File: config.mk
export PLATFORM = sky130hd
export DESIGN_NAME = fmc_apb_bridge_flat
export DESIGN_NICKNAME = d
export VERILOG_FILES = /design/src/rtl/fmc_apb_pkg.sv /design/src/rtl/apb_if.sv /design/src/rtl/fmc_input_sync.sv /design/src/rtl/fmc_apb_bridge.sv /design/src/flat_wrapper.sv
export SDC_FILE = /design/constraint.sdc
export NUM_CORES = 1
export LEC_CHECK = 0
export CORE_AREA = 2 2 118 120
export DETAILED_ROUTE_END_ITERATION = 8
export DIE_AREA = 0 0 120 122
export PLACE_DENSITY = 0.79
export SLEW_MARGIN = 25
export SYNTH_ARGS = -nofsm -noshare
export SYNTH_HDL_FRONTEND = slang
export SYNTH_SLANG_ARGS = --single-unit
File: constraint.sdc
create_clock -name pclk -period 2.45 [get_ports pclk]
set_clock_uncertainty 0.2 [all_clocks]
set_input_delay 0.3675 -clock pclk [delete_from_list [all_inputs] [get_ports pclk]]
set_output_delay 0.3675 -clock pclk [all_outputs]
set_load 0.05 [all_outputs]
File: src/rtl/fmc_apb_pkg.sv
// rtl/fmc_apb_pkg.sv - shared types and constants for fmc_apb_bridge
//   state_e     : bridge FSM states
//   RD_ERR_DATA : read data returned when the completer errors or times out
//   HW_SEL_BIT  : FMC byte-address bit that selects the low/high halfword
package fmc_apb_pkg;

  typedef enum logic [2:0] {
    IDLE,
    DECODE,
    SETUP,
    ACCESS,
    HOLD
  } state_e;

  localparam logic [31:0] RD_ERR_DATA = 32'hffff_ffff;
  localparam int unsigned HW_SEL_BIT  = 1;

endpackage

File: src/rtl/apb_if.sv
// rtl/apb_if.sv - APB bus bundle with requester and completer views
//   DATA_WIDTH, ADDR_WIDTH : bus widths
//   requester : drives clock/reset passthrough, select, enable, address, write data, strobes
//   completer : drives read data, ready, slave error
interface APB #(
  parameter int unsigned DATA_WIDTH = 32,
  parameter int unsigned ADDR_WIDTH = 12
);
  logic                    pclk;
  logic                    preset_n;
  logic                    psel;
  logic                    penable;
  logic                    pwrite;
  logic [ADDR_WIDTH-1:0]   paddr;
  logic [DATA_WIDTH-1:0]   pwdata;
  logic [DATA_WIDTH/8-1:0] pstrb;
  logic [DATA_WIDTH-1:0]   prdata;
  logic                    pready;
  logic                    pslverr;

  modport requester (
    output pclk, preset_n, psel, penable, pwrite, paddr, pwdata, pstrb,
    input  prdata, pready, pslverr
  );

  modport completer (
    input  pclk, preset_n, psel, penable, pwrite, paddr, pwdata, pstrb,
    output prdata, pready, pslverr
  );
endinterface

File: src/rtl/fmc_input_sync.sv
// rtl/fmc_input_sync.sv - multi-bit flop-chain synchronizer for the FMC pads
//   clk, rst_n : clock and asynchronous active-low reset
//   d          : raw pad vector
//   q          : vector after STAGES flops; every bit sees the same latency
//   RST_VAL    : per-bit reset value (strobes reset high, others low)
module fmc_input_sync #(
  parameter int unsigned       WIDTH   = 1,
  parameter int unsigned       STAGES  = 2,
  parameter logic [WIDTH-1:0]  RST_VAL = '0
) (
  input  logic             clk,
  input  logic             rst_n,
  input  logic [WIDTH-1:0] d,
  output logic [WIDTH-1:0] q
);

  logic [STAGES-1:0][WIDTH-1:0] stage_q;
  logic [STAGES-1:0][WIDTH-1:0] stage_d;

  always_comb begin
    stage_d = {stage_q[STAGES-2:0], d};
  end

  always_ff @(posedge clk or negedge rst_n) begin
    if (!rst_n) begin
      stage_q <= {STAGES{RST_VAL}};
    end else begin
      stage_q <= stage_d;
    end
  end

  assign q = stage_q[STAGES-1];

endmodule

File: src/rtl/fmc_apb_bridge.sv
// rtl/fmc_apb_bridge.sv - FMC 16-bit async NOR/SRAM bus to 32-bit APB requester
//   pclk, preset_n          : clock and asynchronous active-low reset (forwarded on apb)
//   fmc_ne_n/noe_n/nwe_n    : FMC chip select, read and write strobes
//   fmc_a, fmc_ad_in        : FMC byte address and pad data in
//   fmc_ad_out, fmc_ad_oe   : pad data out and its output enable
//   fmc_nwait               : active-low stall to the MCU
//   err                     : one-cycle pulse on PSLVERR (or timeout)
//   apb                     : APB requester port
// Optional build macro FMC_APB_BRIDGE_TIMEOUT_EN adds the ACCESS timeout counter.
module fmc_apb_bridge
  import fmc_apb_pkg::*;
#(
  parameter int unsigned ADDR_WIDTH     = 12,
  parameter int unsigned SYNC_STAGES    = 2,
  parameter int unsigned TIMEOUT_CYCLES = 255
) (
  input  logic                  pclk,
  input  logic                  preset_n,
  input  logic                  fmc_ne_n,
  input  logic                  fmc_noe_n,
  input  logic                  fmc_nwe_n,
  input  logic [ADDR_WIDTH-1:0] fmc_a,
  input  logic [15:0]           fmc_ad_in,
  output logic [15:0]           fmc_ad_out,
  output logic                  fmc_ad_oe,
  output logic                  fmc_nwait,
  output logic                  err,
  APB.requester                 apb
);

  localparam int unsigned SW = 3 + ADDR_WIDTH + 16;

  logic [SW-1:0]         sync_q;
  logic                  ne_s, noe_s, nwe_s;
  logic [ADDR_WIDTH-1:0] a_s;
  logic [15:0]           ad_s;

  // Address and data ride the same chain as the strobes so they stay aligned.
  fmc_input_sync #(
    .WIDTH   (SW),
    .STAGES  (SYNC_STAGES),
    .RST_VAL ({3'b111, {(ADDR_WIDTH + 16){1'b0}}})
  ) u_sync (
    .clk   (pclk),
    .rst_n (preset_n),
    .d     ({fmc_ne_n, fmc_noe_n, fmc_nwe_n, fmc_a, fmc_ad_in}),
    .q     (sync_q)
  );

  assign {ne_s, noe_s, nwe_s, a_s, ad_s} = sync_q;

  state_e                state_q, state_d;
  logic [ADDR_WIDTH-1:0] addr_q, addr_d;
  logic [15:0]           din_q, din_d, wr_lo_q, wr_lo_d, ad_out_q, ad_out_d;
  logic                  wr_q, wr_d, pwrite_q, pwrite_d, err_q, err_d;
  logic [31:0]           rd_buf_q, rd_buf_d, pwdata_q, pwdata_d;
  logic [ADDR_WIDTH-1:0] paddr_q, paddr_d;
  logic                  strobe, hw_hi, needs_apb, timeout, xfer_done, xfer_err;
  logic                  psel_c, penable_c, nwait_c, ad_oe_c;
  logic                  unused_addr0;

  assign strobe       = !ne_s && (!noe_s || !nwe_s);
  assign hw_hi        = addr_q[HW_SEL_BIT];
  // Low-half writes and high-half reads are served locally from wr_lo/rd_buf.
  assign needs_apb    = wr_q ? hw_hi : !hw_hi;
  assign unused_addr0 = addr_q[0];

`ifdef FMC_APB_BRIDGE_TIMEOUT_EN
  logic [7:0] cnt_q, cnt_d;

  // cnt_q counts completed ACCESS cycles, so TIMEOUT_CYCLES-1 marks the last allowed one.
  assign timeout = (state_q == ACCESS) && !apb.pready && (cnt_q == 8'(TIMEOUT_CYCLES - 1));

  always_comb begin
    cnt_d = (state_q == ACCESS) ? cnt_q + 8'd1 : 8'd0;
  end

  always_ff @(posedge pclk or negedge preset_n) begin
    if (!preset_n) cnt_q <= 8'd0;
    else           cnt_q <= cnt_d;
  end
`else
  assign timeout = 1'b0;
`endif

  assign xfer_done = (state_q == ACCESS) && (apb.pready || timeout);
  assign xfer_err  = (state_q == ACCESS) && ((apb.pready && apb.pslverr) || timeout);

  always_ff @(posedge pclk or negedge preset_n) begin
    if (!preset_n) state_q <= IDLE;
    else           state_q <= state_d;
  end

  always_comb begin
    state_d = state_q;
    case (state_q)
      IDLE:    if (strobe) state_d = DECODE;
      DECODE:  state_d = needs_apb ? SETUP : HOLD;
      SETUP:   state_d = ACCESS;
      ACCESS:  if (xfer_done) state_d = HOLD;
      HOLD:    if (ne_s) state_d = IDLE;
      default: state_d = IDLE;
    endcase
  end

  always_comb begin
    psel_c    = 1'b0;
    penable_c = 1'b0;
    nwait_c   = 1'b1;
    ad_oe_c   = 1'b0;
    case (state_q)
      DECODE:  nwait_c = 1'b0;
      SETUP:   begin psel_c = 1'b1; nwait_c = 1'b0; end
      ACCESS:  begin psel_c = 1'b1; penable_c = 1'b1; nwait_c = 1'b0; end
      // Drive the pad only while the MCU still holds NE; an aborted read never drives.
      HOLD:    ad_oe_c = !wr_q && !ne_s;
      default: ;
    endcase
  end

  always_comb begin
    addr_d   = addr_q;
    din_d    = din_q;
    wr_d     = wr_q;
    wr_lo_d  = wr_lo_q;
    rd_buf_d = rd_buf_q;
    ad_out_d = ad_out_q;
    paddr_d  = paddr_q;
    pwrite_d = pwrite_q;
    pwdata_d = pwdata_q;
    err_d    = 1'b0;
    case (state_q)
      IDLE: if (strobe) begin
        addr_d = a_s;
        din_d  = ad_s;
        wr_d   = !nwe_s;
      end
      DECODE: begin
        if (wr_q && !hw_hi)  wr_lo_d  = din_q;
        if (!wr_q && hw_hi)  ad_out_d = rd_buf_q[31:16];
        if (needs_apb) begin
          paddr_d  = {addr_q[ADDR_WIDTH-1:2], 2'b00};
          pwrite_d = wr_q;
          pwdata_d = {din_q, wr_lo_q};
        end
      end
      ACCESS: if (xfer_done) begin
        err_d = xfer_err;
        if (!wr_q) begin
          rd_buf_d = xfer_err ? RD_ERR_DATA : apb.prdata;
          ad_out_d = xfer_err ? RD_ERR_DATA[15:0] : apb.prdata[15:0];
        end
      end
      default: ;
    endcase
  end

  always_ff @(posedge pclk or negedge preset_n) begin
    if (!preset_n) begin
      addr_q   <= '0;
      din_q    <= '0;
      wr_q     <= 1'b0;
      wr_lo_q  <= '0;
      rd_buf_q <= '0;
      ad_out_q <= '0;
      paddr_q  <= '0;
      pwrite_q <= 1'b0;
      pwdata_q <= '0;
      err_q    <= 1'b0;
    end else begin
      addr_q   <= addr_d;
      din_q    <= din_d;
      wr_q     <= wr_d;
      wr_lo_q  <= wr_lo_d;
      rd_buf_q <= rd_buf_d;
      ad_out_q <= ad_out_d;
      paddr_q  <= paddr_d;
      pwrite_q <= pwrite_d;
      pwdata_q <= pwdata_d;
      err_q    <= err_d;
    end
  end

  assign fmc_ad_out   = ad_out_q;
  assign fmc_ad_oe    = ad_oe_c;
  assign fmc_nwait    = nwait_c;
  assign err          = err_q;
  assign apb.pclk     = pclk;
  assign apb.preset_n = preset_n;
  assign apb.psel     = psel_c;
  assign apb.penable  = penable_c;
  assign apb.pwrite   = pwrite_q;
  assign apb.paddr    = paddr_q;
  assign apb.pwdata   = pwdata_q;
  assign apb.pstrb    = 4'hf;

endmodule

File: src/flat_wrapper.sv
// flat-port wrapper written by rule: the top's interface ports become plain ports
module fmc_apb_bridge_flat import fmc_apb_pkg::*;
#(
  parameter int unsigned ADDR_WIDTH     = 12,
  parameter int unsigned SYNC_STAGES    = 2,
  parameter int unsigned TIMEOUT_CYCLES = 255
)
  (pclk, preset_n, fmc_ne_n, fmc_noe_n, fmc_nwe_n, fmc_a, fmc_ad_in, fmc_ad_out, fmc_ad_oe, fmc_nwait, err, apb_pclk, apb_preset_n, apb_psel, apb_penable, apb_pwrite, apb_paddr, apb_pwdata, apb_pstrb, apb_prdata, apb_pready, apb_pslverr);
  APB #(.DATA_WIDTH(32), .ADDR_WIDTH(ADDR_WIDTH)) apb_i ();
  input  logic pclk;
  input  logic preset_n;
  input  logic fmc_ne_n;
  input  logic fmc_noe_n;
  input  logic fmc_nwe_n;
  input  logic [ADDR_WIDTH-1:0] fmc_a;
  input  logic [15:0] fmc_ad_in;
  output logic [15:0] fmc_ad_out;
  output logic fmc_ad_oe;
  output logic fmc_nwait;
  output logic err;
  output wire logic [$bits(apb_i.pclk)-1:0] apb_pclk;
  output wire logic [$bits(apb_i.preset_n)-1:0] apb_preset_n;
  output wire logic [$bits(apb_i.psel)-1:0] apb_psel;
  output wire logic [$bits(apb_i.penable)-1:0] apb_penable;
  output wire logic [$bits(apb_i.pwrite)-1:0] apb_pwrite;
  output wire logic [$bits(apb_i.paddr)-1:0] apb_paddr;
  output wire logic [$bits(apb_i.pwdata)-1:0] apb_pwdata;
  output wire logic [$bits(apb_i.pstrb)-1:0] apb_pstrb;
  input wire logic [$bits(apb_i.prdata)-1:0] apb_prdata;
  input wire logic [$bits(apb_i.pready)-1:0] apb_pready;
  input wire logic [$bits(apb_i.pslverr)-1:0] apb_pslverr;
  assign apb_pclk = apb_i.pclk;
  assign apb_preset_n = apb_i.preset_n;
  assign apb_psel = apb_i.psel;
  assign apb_penable = apb_i.penable;
  assign apb_pwrite = apb_i.pwrite;
  assign apb_paddr = apb_i.paddr;
  assign apb_pwdata = apb_i.pwdata;
  assign apb_pstrb = apb_i.pstrb;
  assign apb_i.prdata = apb_prdata;
  assign apb_i.pready = apb_pready;
  assign apb_i.pslverr = apb_pslverr;
  fmc_apb_bridge #(.ADDR_WIDTH(ADDR_WIDTH), .SYNC_STAGES(SYNC_STAGES), .TIMEOUT_CYCLES(TIMEOUT_CYCLES)) u_core (.pclk(pclk), .preset_n(preset_n), .fmc_ne_n(fmc_ne_n), .fmc_noe_n(fmc_noe_n), .fmc_nwe_n(fmc_nwe_n), .fmc_a(fmc_a), .fmc_ad_in(fmc_ad_in), .fmc_ad_out(fmc_ad_out), .fmc_ad_oe(fmc_ad_oe), .fmc_nwait(fmc_nwait), .err(err), .apb(apb_i));
endmodule
==> run summary, run 1 <==
run results: overall power=around 13 mW, # port buffers=approximately 130, outcome=finished clean, Max Freq=between 0.4 and 0.5 GHz, Worst-path clk slew=about 0.06 ns, worst-margin pin slew=approximately 0.75 ns, max cap viols=0, Max FO, Critical Path=4, combinational share of power=about two fifths, Total Wirelength=about 13 mm, top cells by count=dfrtp_1, mux2_2, a21oi_1, mux2i_1, inv_1, worst vdd ir=971.2 µV, Total GRT Usage=between 10% and 20%, drt wl/cell=around 17 µm, register area=about 4600 µm², cell-internal power=between 8 and 9 mW, path category of the worst min-delay check=primary input to asynchronous set/reset pin, Pwr top=combinational cells, R2R Setup Slk=between 0.2 and 0.3 ns, grt met2 use=between 30% and 40%, Critical Path End=fmc_ad_oe, Antenna Cells=0, largest net degree at the start of global routing=about 110, WP depth=3, Worst slew margin=50.18%, CP endpoint kind=primary output, Critical Path AT=between 1.5 and 2 ns, period utilization=a little over nine tenths, vias in the first global route=around 4200, FF-to-FF Start=u_core.wr_q, Post-DRT Antenna Nets=0, WS Path Type=flip-flop to primary output, fp util=between 40 and 50%, worst hold margin=roughly 0.04 ns, most frequent cells in the layout=dfrtp_1, clkdlybuf4s50_1, mux2_2, Top cells by area=dfrtp_1, mux2_2, mux2i_1, post-route design area=about 9000 µm², clock buffers=23
==> run 1: logic make-up after synthesis <==
family | after synthesis | synth area share (%)
flops | 183 | 68.55
buf+inv | 48 | 4.132
compound gates | 39 | 3.048
simple gates | 18 | 1.683
other cells | 2 | 0.1122
fa+ha+maj | 2 | 0.3739
mux | 135 | 22.10
==> run 1: layer usage <==
layer / part of all wire [%] / up-vias
li1: - / 1731
met1: 42 / 1920
met2: 52 / 93
met3: 4.4 / 26
met4: 2.3 / 0
met5: 0 / -
==> run 1: registers in the layout, summed over array words and instances (netlist names), 10 cells and up <==
signal,count
u_core.rd_buf_q,16
u_core.u_sync.stage_d,30
u_core.u_sync.q,30
u_core.din_q,16
u_core.apb.paddr,10
u_core.fmc_ad_out,16
u_core.addr_q,11
u_core.apb.pwdata,32
u_core.wr_lo_q,16
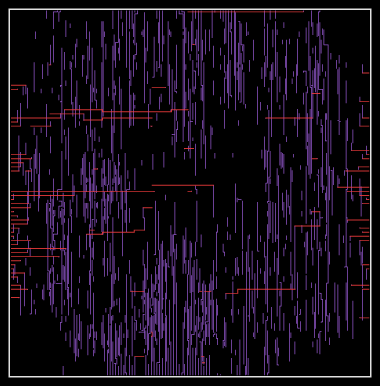
run_1/wires.png
Drawn at 3 px/µm. Two of the layers only.
- metal 3: red (wire length 554 µm)
- metal 2: purple (wire length 6510 µm)

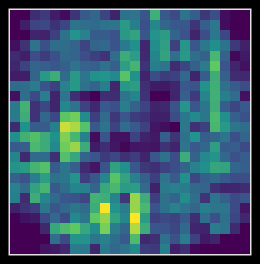
run_1/metal_density.png
Drawn at 2 px/µm. The die is cut into 24 by 24 equal tiles; dark purple is low, yellow is high, scaled to the fullest tile. Values are wire area over tile area, all layers added.
- nearly empty tiles: 6.2%
- fullest tile: 0.43
- emptiest ninth of the die: centre

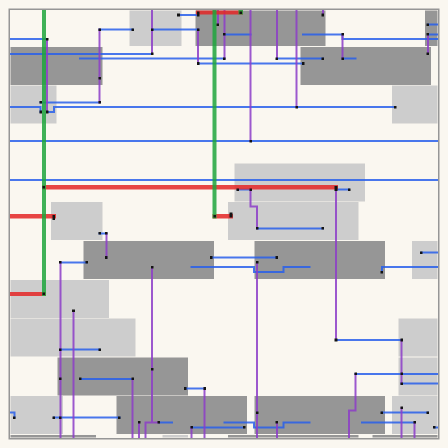
run_1/detail.png
Window x 45 to 75, y 46 to 76 µm. Cells in grey, sequential cells in the stronger grey; small squares are vias.
- metal 1: blue
- metal 4: green
- metal 3: red
- metal 2: purple
- sequential cells in the window: 8
- netlist names of flops here include: u_core.u_sync.q (2), u_core.u_sync.stage_d (2)
- cells with their middle in the window: 17
- most frequent: dfrtp_1 (8), clkbuf_16 (4)

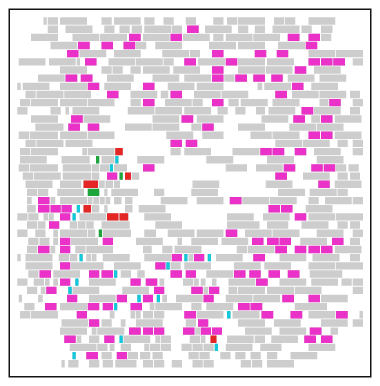
run_1/logic_types.png
Drawn at 3 px/µm.
- NOR gates: green (cells 4; where middle left)
- multiplexers: magenta (cells 135; where widely spread)
- inverters: cyan (cells 18)
- AND and OR gates: red (cells 7)
fin cells: 763
most numerous logic cell after layout: dfrtp_1
logic share of the area: 20.70%

run_1/placement.png
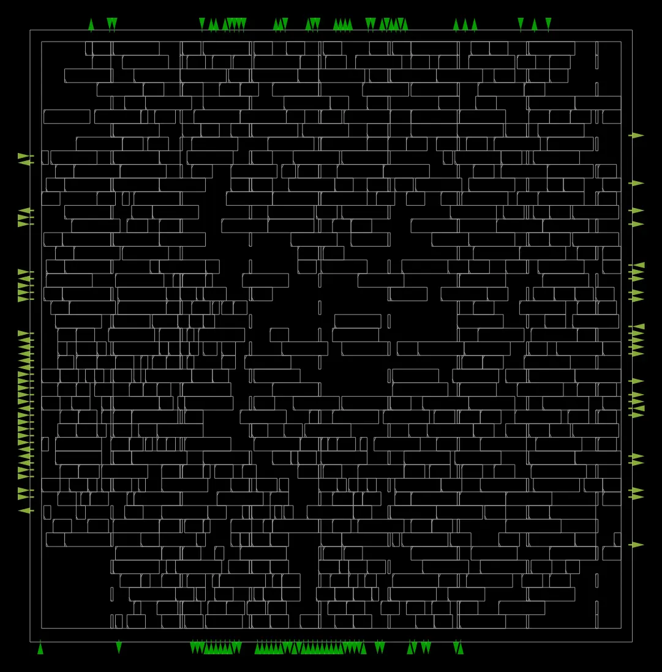

## Run 2: what changed since run 1
Settings changed: CAP_MARGIN set to 40.
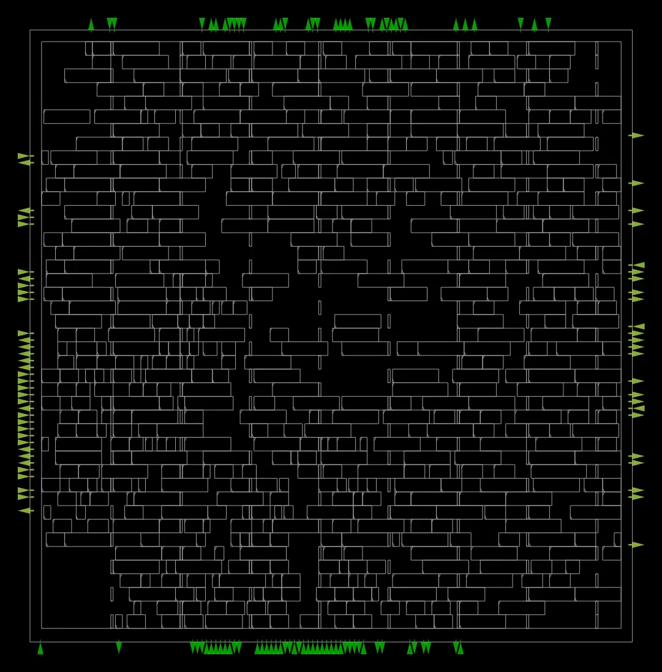
run_2/placement.png
Tapcell Cnt: 180
flop count: 183
flop share of the area: 51.04%
Cell Rows: 43
Finished Core Util: 66.59%

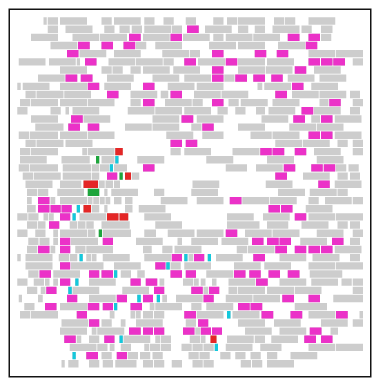
run_2/logic_types.png
Drawn at 3 px/µm.
- inverters: cyan (cells 18)
- NOR gates: green (cells 4; where middle left)
- multiplexers: magenta (cells 135; where widely spread)
- AND and OR gates: red (cells 7)
fin cells: 764
logic share of the area: 20.63%

==> run 2 against run 1 <==
Power hardly changed; final cell count rose by 0.13%; setup slack hardly changed; first-iteration DRC count down 11%; combinational power hardly changed; count of clock-buffer cells in the layout is the same; non-clock buffer count increased by 1; die size did not move; fmax hardly changed; clock power about the same; via count rose by 0.19%; largest cell class unchanged; highest routed layer unchanged.
==> run summary, run 2 <==
run results: die span in x=120 µm, outcome=finished clean, FF-to-FF Start=u_core.wr_q, worst-margin pin slew=0.5635 ns (-0.1837 ns), max cap viols=0 (unchanged), drt wl/cell=16.48 µm (-0.21%), max reg flops=32 (unchanged), count of tool warnings=31, CP endpoint kind=primary output, Worst-path clk slew=0.06 ns (about the same), Top Ports=approximately 140, top routing layer in use=met4, vias in the first global route=4175 (unchanged), share of synthesized registers carrying an async set or reset=100.0%, Total GRT Usage=18.71% (unchanged), busiest layer in global routing=met2, Setup WS pre-CTS=-0.01459 ns, R2R Setup Slk=0.27 ns (about the same), die area=~15000 µm², r2r endpoint=u_core.apb.pwdata[29], comb area leader=multiplexers, yosys xor share=0% (unchanged), Synth Seq Share=68.55%, Max Freq=0.4260 GHz (about the same), grt met2 use=30.50% (unchanged), Seq cells post-synth=approximately 180, Cell Chain, Critical Path=or4b_4, nor2_4, buf_12, Basic Gates by Area=1.683% (unchanged), RSZ-0062 raised after global routing=false, gpl congestion=a little under 0.8, worst hold margin=0.04004 ns (-0.0008344 ns), top cells by count=dfrtp_1, mux2_2, a21oi_1, mux2i_1, inv_1, post-route setup TNS=0 ns, overall power=12.76 mW (about the same), initial drt markers=roughly 150, Syn. warnings=0, most numerous logic cell after layout=dfrtp_1, Met3 Wirelength=550 µm (-0.54%), YS chip area=roughly 6700 µm², Critical Path End=fmc_ad_oe, ys cells=427, worst vdd ir=971.2 µV (about the same), WP depth=3 (unchanged), fp util=49.55% (unchanged), Post-DRT Antenna Nets=0 (unchanged), post-route design area=8992 µm² (+0.31%), layout cells sized above 1=slightly below 30%, Worst R2R Path Depth=5, WS Path Type=flip-flop to primary output, WP buf/inv=1, multiplexer share of the synthesized area=22.10% (unchanged), largest net degree at the start of global routing=110 (unchanged), path category of the worst min-delay check=primary input to asynchronous set/reset pin, DR vias/cell=a little under 5, met1 WL=5.270 mm (+0.50%), period utilization=95.81% (about the same), final setup violation count=0, Top cells by area=dfrtp_1, mux2_2, mux2i_1, Complex Gates by Area=3.048% (unchanged), Max FO, Critical Path=4 (unchanged), Power Dens Cells=between 1000 and 1500 nW/µm², Adder Area Share=0.3740% (unchanged), CP max stage cell=or4b_4, Slew Limit Fails=0, M3 GR Usage=under 10%, final net count=640, global-route wire length before repair=just over 20 mm, Netlist cell types=28, Mapped Cells=427, # port buffers=131 (unchanged), most frequent cells in the layout=dfrtp_1, clkdlybuf4s50_1, mux2_2, WL met2=6.474 mm (-0.48%), Residual DRC=0, Antenna Cells=0 (unchanged), Worst Setup SP=u_core.state_q[1], leakage dissipation=3.841 nW, Critical Path AT=1.78 ns (about the same), core area=13500 µm², Worst slew margin=62.43% (+12 points), synthesized area=6691 µm², Total Wirelength=12.59 mm (about the same), Post-DP Area=8207 µm²
[run 2: cell types whose count changed in the layout (fill, tap and decap cells not counted), sizes merged]
cell / change
buf: +1
[run 2: layout make-up]
class | instances | area (µm²)
flip-flops and latches | 183 | 4589
repair buffers | 147 | 1526
multi-input cells | 200 | 1856
clock buffers | 23 | 533.0
inverters | 18 | 67.56
fillers | 969 | 4512
well taps | 180 | 225.2
clock inverters | 13 | 195.2
[run 2: report_power, final]
group	internal [mW]	total (mW)	switching, mW	leakage [nW]
Combinational	2.12	4.94	2.82	1.38
Sequential	4.04	4.57	0.529	2.11
Clock	2.01	3.25	1.24	0.350
Total	8.17	12.8	4.59	3.84
[run 2: timing repair]
action	CTS	global route
setup endpoints to repair	4	1
hold buffers	1	0
setup buffers	3	0
hold endpoints to repair	118	0
resized	9	2
Power figures rest on the tool's default switching activity, not on a simulated workload.
